### src/rtl/game_flow_controller.sv
// Game sequencer for the obstacle datapath: MENU -> PLAY (with HIT invulnerability) -> WON/LOST.
// Tracks obstacles passed, lives and level, and latches the final game time on a win.
module game_flow_controller #(
    parameter int WRAP_POS         = 680,
    parameter int PASSES_PER_LEVEL = 4,
    parameter int NUM_LEVELS       = 3,
    parameter int START_LIVES      = 3,
    parameter int HIT_CYCLES       = 8
) (
    input  logic        clk,
    input  logic        reset,
    input  logic        start_btn,
    input  logic        collision,
    input  logic [9:0]  obj_position_counter,
    input  logic [15:0] game_time,
    output logic        menuScreen,
    output logic        playerWon,
    output logic        playerLost,
    output logic        reset_obj_count,
    output logic [2:0]  level,
    output logic [2:0]  lives,
    output logic [3:0]  passes,
    output logic        level_up,
    output logic [15:0] final_time
);

    localparam logic [2:0] ST_MENU = 3'd0;
    localparam logic [2:0] ST_PLAY = 3'd1;
    localparam logic [2:0] ST_HIT  = 3'd2;
    localparam logic [2:0] ST_WON  = 3'd3;
    localparam logic [2:0] ST_LOST = 3'd4;

    localparam logic [9:0] WRAP_V      = 10'(WRAP_POS);
    localparam logic [3:0] LAST_PASS_V = 4'(PASSES_PER_LEVEL - 1);
    localparam logic [2:0] LAST_LVL_V  = 3'(NUM_LEVELS - 1);
    localparam logic [2:0] LIVES_V     = 3'(START_LIVES);
    localparam logic [7:0] HIT_LOAD_V  = 8'(HIT_CYCLES - 1);

    logic [2:0]  state_q, state_d;
    logic [2:0]  level_q, level_d;
    logic [2:0]  lives_q, lives_d;
    logic [3:0]  passes_q, passes_d;
    logic [7:0]  hit_cnt_q, hit_cnt_d;
    logic        pass_armed_q, pass_armed_d;
    logic        start_prev_q;
    logic [15:0] final_time_q, final_time_d;
    logic        rst_obj_q, rst_obj_d;
    logic        level_up_q, level_up_d;
    logic        menu_q, won_q, lost_q;
    logic        start_rise_s;
    logic        at_wrap_s;

    assign start_rise_s = start_btn & ~start_prev_q;
    assign at_wrap_s    = (obj_position_counter >= WRAP_V);

    // Next-state and game-counter logic
    always_comb begin
        state_d      = state_q;
        level_d      = level_q;
        lives_d      = lives_q;
        passes_d     = passes_q;
        hit_cnt_d    = hit_cnt_q;
        final_time_d = final_time_q;
        rst_obj_d    = 1'b0;
        level_up_d   = 1'b0;
        // Re-arm whenever the obstacle is back below the wrap point, in any state
        if (!at_wrap_s) begin
            pass_armed_d = 1'b1;
        end else begin
            pass_armed_d = pass_armed_q;
        end

        case (state_q)
            ST_MENU: begin
                if (start_rise_s) begin
                    state_d      = ST_PLAY;
                    lives_d      = LIVES_V;
                    level_d      = 3'd0;
                    passes_d     = 4'd0;
                    pass_armed_d = 1'b1;
                end else begin
                    state_d = ST_MENU;
                end
            end
            ST_PLAY: begin
                if (collision) begin
                    lives_d   = lives_q - 3'd1;
                    rst_obj_d = 1'b1;
                    if (lives_q == 3'd1) begin
                        state_d = ST_LOST;
                    end else begin
                        state_d   = ST_HIT;
                        hit_cnt_d = HIT_LOAD_V;
                    end
                end else if (at_wrap_s && pass_armed_q) begin
                    pass_armed_d = 1'b0;
                    if (passes_q == LAST_PASS_V) begin
                        passes_d  = 4'd0;
                        rst_obj_d = 1'b1;
                        if (level_q == LAST_LVL_V) begin
                            state_d      = ST_WON;
                            final_time_d = game_time;
                        end else begin
                            level_d    = level_q + 3'd1;
                            level_up_d = 1'b1;
                        end
                    end else begin
                        passes_d = passes_q + 4'd1;
                    end
                end else begin
                    state_d = ST_PLAY;
                end
            end
            ST_HIT: begin
                if (hit_cnt_q == 8'd0) begin
                    state_d = ST_PLAY;
                end else begin
                    hit_cnt_d = hit_cnt_q - 8'd1;
                end
            end
            ST_WON, ST_LOST: begin
                if (start_rise_s) begin
                    state_d = ST_MENU;
                end else begin
                    state_d = state_q;
                end
            end
            default: begin
                state_d = ST_MENU;
            end
        endcase
    end

    // State, counters and registered status outputs
    always_ff @(posedge clk or negedge reset) begin
        if (!reset) begin
            state_q      <= ST_MENU;
            level_q      <= 3'd0;
            lives_q      <= LIVES_V;
            passes_q     <= 4'd0;
            hit_cnt_q    <= 8'd0;
            pass_armed_q <= 1'b1;
            start_prev_q <= 1'b0;
            final_time_q <= 16'd0;
            rst_obj_q    <= 1'b0;
            level_up_q   <= 1'b0;
            menu_q       <= 1'b1;
            won_q        <= 1'b0;
            lost_q       <= 1'b0;
        end else begin
            state_q      <= state_d;
            level_q      <= level_d;
            lives_q      <= lives_d;
            passes_q     <= passes_d;
            hit_cnt_q    <= hit_cnt_d;
            pass_armed_q <= pass_armed_d;
            start_prev_q <= start_btn;
            final_time_q <= final_time_d;
            rst_obj_q    <= rst_obj_d;
            level_up_q   <= level_up_d;
            menu_q       <= (state_d == ST_MENU);
            won_q        <= (state_d == ST_WON);
            lost_q       <= (state_d == ST_LOST);
        end
    end

    assign menuScreen      = menu_q;
    assign playerWon       = won_q;
    assign playerLost      = lost_q;
    assign reset_obj_count = rst_obj_q;
    assign level           = level_q;
    assign lives           = lives_q;
    assign passes          = passes_q;
    assign level_up        = level_up_q;
    assign final_time      = final_time_q;

endmodule

### config.mk
export PLATFORM = sky130hd
export DESIGN_NAME = game_flow_controller
export DESIGN_NICKNAME = d
export VERILOG_FILES = /design/src/rtl/game_flow_controller.sv
export SDC_FILE = /design/constraint.sdc
export NUM_CORES = 1
export LEC_CHECK = 0
export CAP_MARGIN = 20
export CORE_MARGIN = 2
export CORE_UTILIZATION = 47
export DETAILED_ROUTE_END_ITERATION = 10
export PLACE_DENSITY = 0.8
export SYNTH_ARGS = -nofsm -noshare
export SYNTH_HDL_FRONTEND = slang
export SYNTH_SLANG_ARGS = --single-unit
### constraint.sdc
create_clock -name clk -period 2.75 [get_ports clk]
set_clock_uncertainty 0.2 [all_clocks]
set_input_delay 0.275 -clock clk [delete_from_list [all_inputs] [get_ports clk]]
set_output_delay 0.275 -clock clk [all_outputs]
set_load 0.02 [all_outputs]
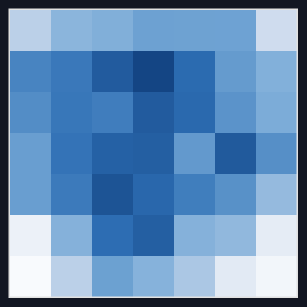
(images/cell_density.png)
(4 px per µm) The die is cut into 7 by 7 equal tiles; white is low, dark blue is high, 0 to 100% covered.
emptiest ninth of the die = lower right
tiles over 75% full = 25%
mean over tiles = 55%

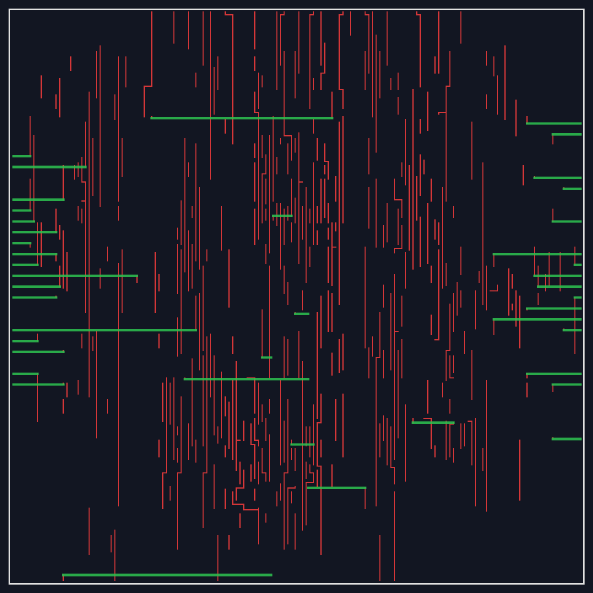
(images/wires.png)
(8 px per µm) Two of the layers only.
red -> metal 2  # wire length 1980 µm
green -> metal 3  # wire length 267 µm

==> qor.yml <==
drt:
  wl_mm: 4.12
  dr.pass1.iters: 4
  dr_wl_met3_um: 266
  wl_per_cell_um: 13.9
  top_layer: "met4"
  final_antenna_net_count: 0
  via_per_inst: 5.48
cells_and_area:
  nFillCells: 345
  largest_reg_flops: 16
  combGateArea_um2: 995
  n_clock_buffer: 5
  final_common_cell: "clkdlybuf4s50_1"
  layout-area-overhead-vs-synth_pct: 34.9
  buf_share_pct: 21.3
  signal_buffers: 62
  final_cells: 296
  final-seq-area_um2: 1110
  clk_share_pct: 3.28
  antenna_cells: 0
  num-multi-input-gates: 124
  inverters: 6
  comb_share_pct: 34.3
  largestClassByArea: "registers"
global_routing:
  antenna_found_initial: 0
  use_met2_pct: 27.7
  globalRoute.busiestLayer: "met2"
  grt_usage_pct: 17.5
  first_global_vias: 1533
min_path:
  hp-class: "input pin to asynchronous set/reset pin"
power:
  intPower_mw: 1.31
  p_comb_uw: 723
  clkPwrFrac_pct: 20.7
  seq-power_uw: 902
  top_power_group: "registers"
  ir_drop_uv: 330
  p_seq_share_pct: 44.0
placed_design:
  place_congestion: 0.861
  dp_slack_ns: 0.368
  port_buffers: 57
floorplan:
  nWellTaps: 52
  core_area_um2: 4380
  dieWidth_um: 71.6
synthesis:
  yosysWarnings: 0
  synth_simple_gate_area_share_pct: 18.6
  syn_avg_cell_area_um2: 12.0
  ys_top_logic_family: "simple AND/OR/NAND/NOR gates"
timing:
  timing.final.crit_share_pct: 83.4
  rsz0062_at_grt: "false"
  finalHoldViolCount: 0
  period_minus_slack_ns: 2.29
  fmax_mhz: 436
  tightest_slew_ns: 0.539
worst_setup_path:
  arrival_ns: 2.30
  worst_path_max_delay_cell: "nor4_1"
  reg2reg_depth: 4
  timing.rr.start: "hit_cnt_q[5]"
  critical_path.max_stage_delay_ns: 0.53
  critical_path_cell_count: 4
  end_kind: "register"
  crit_type: "register to register"
clocking:
  cts_tree: "done"
  post_cts_buffers: 0
  cts_made_buffers: 5
outcome:
  status: "finished clean"
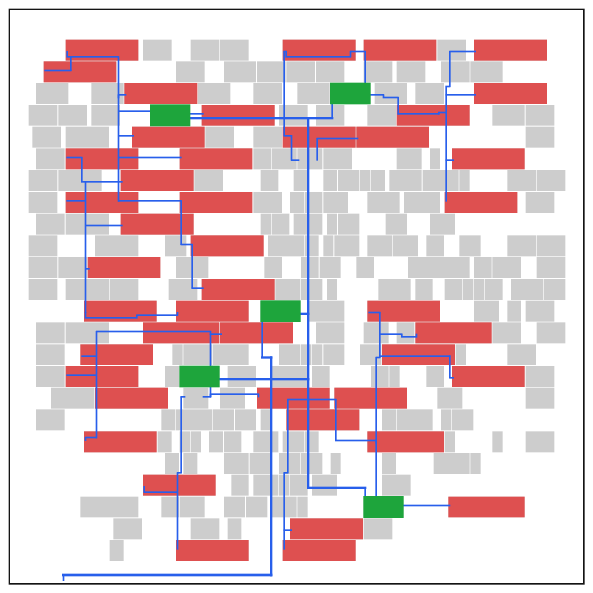
(images/clk_routes.png)
(8 px per µm)
red -> flip-flops  # count 44
green -> clock drivers  # count 5
blue -> clock wires  # length 525 µm
flops lie = spread over the die
routed clock nets = 6

## cell families (layout without fill, tap and decap cells)
group | after synthesis | count (layout)
and+or+nand+nor | 62 | 62
DFF | 44 | 44
AOI/OAI and AO/OA | 32 | 32
muxes | 18 | 18
buffers and inverters | 11 | 76
adders and majority gates | 7 | 7
xor gates and xnor gates | 5 | 5
## Yosys cell counts (all sizes together)
cell / count / area (µm²)
o31ai: 3 / 22.5
o211ai: 3 / 22.5
nor2b: 7 / 43.8
mux2: 18 / 229
a311o: 2 / 20.0
nor4bb: 1 / 10.0
o311ai: 1 / 8.76
o21a: 2 / 15.0
or3: 1 / 6.26
nor3: 7 / 35.0
or3b: 2 / 17.5
nand2: 5 / 18.8
and4b: 1 / 10.0
o22ai: 2 / 12.5
nand3: 1 / 5.00
nor4b: 2 / 17.5
ha: 7 / 87.6
o21ai: 1 / 5.00
a21boi: 2 / 15.0
xor2: 5 / 43.8
a32o: 2 / 20.0
nor2: 14 / 60.1
or4: 2 / 15.0
nor3b: 4 / 35.0
buf: 2 / 16.3
dfrtp: 40 / 1000
a22oi: 2 / 15.0
nor4: 1 / 6.26
and2: 2 / 12.5
and4: 2 / 17.5
nand4bb: 1 / 11.3
and4bb: 1 / 12.5
nand2b: 4 / 25.0
nand4: 2 / 27.5
inv: 6 / 22.5
o2111ai: 2 / 17.5
dfstp: 4 / 105
and3: 2 / 12.5
clkbuf: 3 / 11.3
a21oi: 7 / 35.0
a22o: 3 / 26.3
## worst min path at each step
stage | start | end
2_1_floorplan | reset | final_time[0]
3_3_place_gp | reset | hit_cnt_q[2]
3_5_place_dp | reset | hit_cnt_q[2]
4_1_cts | start_btn | start_prev_q
5_1_grt | reset | hit_cnt_q[5]
6_report | reset | hit_cnt_q[5]
Power figures rest on the tool's default switching activity, not on a simulated workload.
